==> src/rtl/lsu_mem_pkg.sv <==
// lsu_mem_pkg: shared constants, FSM encoding and small helpers for the
// load/store initiator (lsu_mem) and its alignment datapath (lsu_align).
package lsu_mem_pkg;

    localparam int LSU_AWIDTH = 12;
    localparam int LSU_DWIDTH = 32;

    // RV32 funct3 encodings for loads (stores reuse B/H/W)
    localparam logic [2:0] F3_B  = 3'b000;
    localparam logic [2:0] F3_H  = 3'b001;
    localparam logic [2:0] F3_W  = 3'b010;
    localparam logic [2:0] F3_BU = 3'b100;
    localparam logic [2:0] F3_HU = 3'b101;

    typedef enum logic [1:0] {
        ST_IDLE  = 2'd0,
        ST_WAIT1 = 2'd1,
        ST_SPLIT = 2'd2,
        ST_WAIT2 = 2'd3
    } lsu_state_t;

    // Byte-lane mask for an access size taken from funct3[1:0]
    function automatic logic [3:0] size_mask(input logic [1:0] size);
        case (size)
            2'b00:   return 4'b0001;
            2'b01:   return 4'b0011;
            2'b10:   return 4'b1111;
            default: return 4'b0000;
        endcase
    endfunction

    // Encodings that are not a legal RV32 load/store
    function automatic logic f3_illegal(input logic we, input logic [2:0] f3);
        if (we)
            return !((f3 == F3_B) || (f3 == F3_H) || (f3 == F3_W));
        return !((f3 == F3_B) || (f3 == F3_H) || (f3 == F3_W) ||
                 (f3 == F3_BU) || (f3 == F3_HU));
    endfunction

endpackage

==> src/rtl/lsu_align.sv <==
// lsu_align: purely combinational lane logic. Produces the byte-enable pair
// and shifted store data for the request, and shifts/extends read data for
// the response. The upper store word only exists when MISALIGN_SPLIT_EN is
// defined, since only then can an access reach into the next RAM word.
module lsu_align
    import lsu_mem_pkg::*;
(
    input  logic [1:0]  wr_size,
    input  logic [1:0]  wr_off,
    input  logic [31:0] wr_data,
    output logic [3:0]  be_lo,
    output logic [3:0]  be_hi,
    output logic [31:0] wd_lo,
`ifdef MISALIGN_SPLIT_EN
    output logic [31:0] wd_hi,
`endif
    input  logic [2:0]  rd_funct3,
    input  logic [1:0]  rd_off,
    input  logic [63:0] rd_data,
    output logic [31:0] rd_result
);

    logic [7:0]  be_pair;
    logic [31:0] rd_shift;

    // Store side: shift the size mask and the data into their byte lanes
    always_comb begin
        be_pair = {4'b0000, size_mask(wr_size)} << wr_off;
        be_lo   = be_pair[3:0];
        be_hi   = be_pair[7:4];
`ifdef MISALIGN_SPLIT_EN
        {wd_hi, wd_lo} = {32'h0, wr_data} << {wr_off, 3'b000};
`else
        wd_lo = wr_data << {wr_off, 3'b000};
`endif
    end

    // Load side: bring the addressed byte down to lane 0, then extend
    always_comb begin
        rd_shift = 32'(rd_data >> {rd_off, 3'b000});
        case (rd_funct3)
            F3_B:    rd_result = {{24{rd_shift[7]}}, rd_shift[7:0]};
            F3_H:    rd_result = {{16{rd_shift[15]}}, rd_shift[15:0]};
            F3_BU:   rd_result = {24'h0, rd_shift[7:0]};
            F3_HU:   rd_result = {16'h0, rd_shift[15:0]};
            default: rd_result = rd_shift;
        endcase
    end

endmodule

==> src/rtl/lsu_mem.sv <==
// lsu_mem: load/store initiator in front of a 32-bit byte-enable RAM with a
// 1-cycle registered read. Optional feature macro: MISALIGN_SPLIT_EN, which
// splits word-straddling accesses into two RAM cycles (SPLIT/WAIT2); without
// it, naturally misaligned accesses return an error.
//
// Handshake: a request transfers on a rising edge where req_valid and
// req_ready are both high; req_ready is high only in IDLE out of reset.
// rsp_valid is a one-cycle pulse per transferred request and has no ready.
module lsu_mem
    import lsu_mem_pkg::*;
#(
    parameter int AWIDTH = LSU_AWIDTH,
    parameter int DWIDTH = LSU_DWIDTH
) (
    input  logic              clk,
    input  logic              rst_n,
    input  logic              req_valid,
    output logic              req_ready,
    input  logic              req_we,
    input  logic [2:0]        req_funct3,
    input  logic [AWIDTH+1:0] req_addr,
    input  logic [DWIDTH-1:0] req_wdata,
    output logic              rsp_valid,
    output logic [DWIDTH-1:0] rsp_rdata,
    output logic              rsp_err,
    output logic [AWIDTH-1:0] ram_addr,
    output logic [3:0]        ram_we,
    output logic [DWIDTH-1:0] ram_wdata,
    input  logic [DWIDTH-1:0] ram_rdata
);

    lsu_state_t        state_q, state_d;
    logic              xfer, req_err, span;
    logic [1:0]        off;
    logic [AWIDTH-1:0] word;
    logic [3:0]        be_lo, be_hi;
    logic [31:0]       wd_lo;
    logic [63:0]       rd_data;
    logic [31:0]       rd_result;

    logic              we_q, err_q;
    logic [2:0]        f3_q;
    logic [1:0]        off_q;
    logic [AWIDTH-1:0] addr_q, addr_c;
    logic [31:0]       wdata_q, wdata_c;
    logic [3:0]        we_c;
`ifdef MISALIGN_SPLIT_EN
    logic [31:0]       wd_hi, wd_hi_q, lo_hold;
    logic [3:0]        be_hi_q;
    logic [AWIDTH-1:0] word_q;
`endif

    assign off       = req_addr[1:0];
    assign word      = req_addr[AWIDTH+1:2];
    assign req_ready = rst_n && (state_q == ST_IDLE);
    assign xfer      = req_valid && req_ready;
    assign span      = |be_hi;

`ifdef MISALIGN_SPLIT_EN
    assign req_err = f3_illegal(req_we, req_funct3);
    assign rd_data = (state_q == ST_WAIT2) ? {ram_rdata, lo_hold} : {32'h0, ram_rdata};
`else
    // Anything crossing a word, plus a halfword on an odd byte, is misaligned
    assign req_err = f3_illegal(req_we, req_funct3) || span ||
                     ((req_funct3[1:0] == 2'b01) && off[0]);
    assign rd_data = {32'h0, ram_rdata};
`endif

    lsu_align u_align (
        .wr_size   (req_funct3[1:0]),
        .wr_off    (off),
        .wr_data   (req_wdata),
        .be_lo     (be_lo),
        .be_hi     (be_hi),
        .wd_lo     (wd_lo),
`ifdef MISALIGN_SPLIT_EN
        .wd_hi     (wd_hi),
`endif
        .rd_funct3 (f3_q),
        .rd_off    (off_q),
        .rd_data   (rd_data),
        .rd_result (rd_result)
    );

    // State register
    always_ff @(posedge clk or negedge rst_n) begin
        if (!rst_n) state_q <= ST_IDLE;
        else        state_q <= state_d;
    end

    // Next-state: a clean spanning request takes the two-access path
    always_comb begin
        state_d = state_q;
        case (state_q)
            ST_IDLE: begin
                if (xfer) begin
`ifdef MISALIGN_SPLIT_EN
                    state_d = (span && !req_err) ? ST_SPLIT : ST_WAIT1;
`else
                    state_d = ST_WAIT1;
`endif
                end
            end
            ST_WAIT1: state_d = ST_IDLE;
            ST_SPLIT: state_d = ST_WAIT2;
            ST_WAIT2: state_d = ST_IDLE;
            default:  state_d = ST_IDLE;
        endcase
    end

    // RAM drive: issue in IDLE (and SPLIT), otherwise hold address and data
    always_comb begin
        addr_c  = addr_q;
        wdata_c = wdata_q;
        we_c    = 4'b0000;
        case (state_q)
            ST_IDLE: begin
                if (xfer && !req_err) begin
                    addr_c  = word;
                    wdata_c = wd_lo;
                    if (req_we) we_c = be_lo;
                end
            end
`ifdef MISALIGN_SPLIT_EN
            ST_SPLIT: begin
                addr_c  = word_q + 1'b1;
                wdata_c = wd_hi_q;
                if (we_q) we_c = be_hi_q;
            end
`endif
            default: ;
        endcase
    end

    assign ram_addr  = addr_c;
    assign ram_wdata = wdata_c;
    assign ram_we    = rst_n ? we_c : 4'b0000;

    // Request latches, RAM hold registers and the registered response
    always_ff @(posedge clk or negedge rst_n) begin
        if (!rst_n) begin
            addr_q    <= '0;
            wdata_q   <= '0;
            we_q      <= 1'b0;
            err_q     <= 1'b0;
            f3_q      <= 3'b000;
            off_q     <= 2'b00;
            rsp_valid <= 1'b0;
            rsp_err   <= 1'b0;
            rsp_rdata <= '0;
`ifdef MISALIGN_SPLIT_EN
            word_q    <= '0;
            wd_hi_q   <= '0;
            be_hi_q   <= 4'b0000;
            lo_hold   <= '0;
`endif
        end else begin
            addr_q    <= addr_c;
            wdata_q   <= wdata_c;
            rsp_valid <= 1'b0;
            if (xfer) begin
                we_q  <= req_we;
                err_q <= req_err;
                f3_q  <= req_funct3;
                off_q <= off;
`ifdef MISALIGN_SPLIT_EN
                word_q  <= word;
                wd_hi_q <= wd_hi;
                be_hi_q <= be_hi;
`endif
            end
            case (state_q)
                ST_WAIT1, ST_WAIT2: begin
                    rsp_valid <= 1'b1;
                    rsp_err   <= err_q;
                    rsp_rdata <= (err_q || we_q) ? '0 : rd_result;
                end
`ifdef MISALIGN_SPLIT_EN
                ST_SPLIT: lo_hold <= ram_rdata;
`endif
                default: ;
            endcase
        end
    end

endmodule

==> config.mk <==
export PLATFORM = sky130hd
export DESIGN_NAME = lsu_mem
export DESIGN_NICKNAME = d
export VERILOG_FILES = /design/src/rtl/lsu_mem_pkg.sv /design/src/rtl/lsu_align.sv /design/src/rtl/lsu_mem.sv
export SDC_FILE = /design/constraint.sdc
export NUM_CORES = 1
export LEC_CHECK = 0
export CORE_MARGIN = 5
export CORE_UTILIZATION = 45
export CTS_BUF_LIST = sky130_fd_sc_hd__clkbuf_16
export CTS_CLUSTER_SIZE = 20
export DETAILED_ROUTE_END_ITERATION = 6
export PLACE_DENSITY = 0.8
export SLEW_MARGIN = 25
export SYNTH_ARGS = -nofsm -noshare
export SYNTH_HDL_FRONTEND = slang
export SYNTH_HIERARCHICAL = 1
export SYNTH_SLANG_ARGS = --single-unit
==> constraint.sdc <==
create_clock -name clk -period 3.3 [get_ports clk]
set_input_delay 0.495 -clock clk [delete_from_list [all_inputs] [get_ports clk]]
set_output_delay 0.495 -clock clk [all_outputs]
set_load 0.1 [all_outputs]
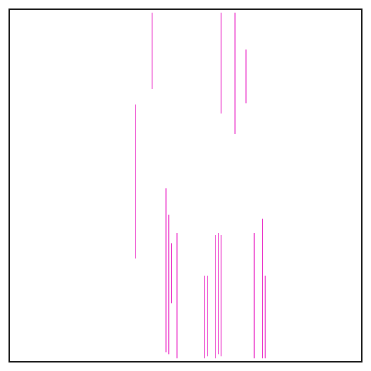
**Above:** met4 routing.
Scale: 3 px per µm.
nets with wire on the layer = 16
share of all routed wire = 3.9%
main direction = vertical
wire length on this layer = 619 µm
longest straight run = 54.4 µm
drt total wl: 15.7 mm
routed vias: 4256

==> impl_metrics.py <==
# Physical implementation metrics
metrics = {
    "floorplan": {
        "boundaryPins": 168,
        "tapCellCount": 143,
        "initCoreUtil": 0.455,
        "dieArea_um2": 13700,
        "rows": 39,
    },
    "drt": {
        "via_per_inst": 5.53,
        "topRoutingLayerUsed": "met4",
        "drt_iter0_drc": 243,
    },
    "yosys": {
        "yosys_most_used_dff": "dfrtp_1",
        "most_common_cell": "dfrtp_1",
        "synth.largest_area_cell": "dfrtp_1",
        "synth-xor-area-share": 0,
        "synthArstFlopShare": 1.00,
        "synthSimpleGateAreaFrac": 0.0802,
        "edf_count": 0,
        "yosysUniqueCellTypes": 36,
        "fa_ha_area_frac": 0.00486,
        "yosys_warnings": 6,
        "yosys_area_um2": 5150,
    },
    "power_and_ir_drop": {
        "seq_power_w": 0.00140,
        "ir_worst_vdd_v": 0.000671,
        "p_leak_nw": 3.72,
        "seqPwrFrac": 0.256,
        "power_w": 0.00545,
        "p_int_w": 0.00300,
        "p_clk_frac": 0.184,
    },
    "worst_hold_path": {
        "hold_path.class": "input pin to asynchronous set/reset pin",
    },
    "sta": {
        "slew_headroom": 0.333,
        "fin_crit_ps": 3260,
        "tns_ps": 0,
        "hold_violations": 0,
    },
    "final_layout": {
        "postLayoutCellArea_um2": 8060,
        "inv_count": 9,
        "seqAreaFraction": 0.270,
        "n_all_buffers": 191,
        "antennaDiodeCount": 1,
        "synthToLayoutAreaGrowth_pct": 56.4,
        "logic_gates": 322,
        "regArea_um2": 2180,
    },
    "worst_setup_path": {
        "r2r_slack_ps": 970,
        "critPathBufInv": 5,
        "cp_slowest_cell": "or4_4",
        "r2r-start": "off_q[1]$_DFFE_PN0P_",
        "r2r-end": "rsp_rdata[14]$_DFFE_PN0P_",
        "crit_family": "simple AND/OR/NAND/NOR gates",
        "worstSetupPathType": "input pin to output pin",
    },
    "grt": {
        "gr-total-overflow": 0,
        "grt.met3_usage": 0.0411,
        "grt_pass1_vias": 4415,
        "grt_usage": 0.231,
    },
    "place": {
        "hpwl_mm": 11.2,
        "place_inst": 742,
        "port_buffers": 167,
        "gp_congestion": 0.864,
    },
    "clock_network": {
        "tritoncts": "built",
        "cts_root_buf": "clkbuf_16",
        "cts_sinks": 87,
        "cts.path.max_buffers": 2,
    },
    "run_status": {
        "status": "completed",
    },
    "run": {
        "max-cap-violations": 0,
    },
}
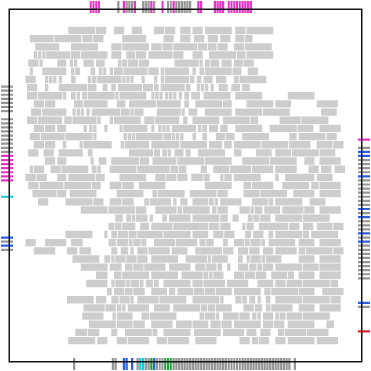
**Above:** ports around the boundary.
Scale: 3 px per µm. Pins as bars across the die edge, other pins in gray.
`req_funct3` -> cyan  # pins 3, direction input, edge 2 bottom, 1 left
`rst_n` -> red  # pins 1, direction input, edge right
`ram_we` -> green  # pins 4, direction output, edge bottom
`req_addr` -> blue  # pins 14, direction input, edge 8 right, 4 bottom, 2 left
`rsp_rdata` -> magenta  # pins 32, direction output, edge 24 top, 7 left, 1 right

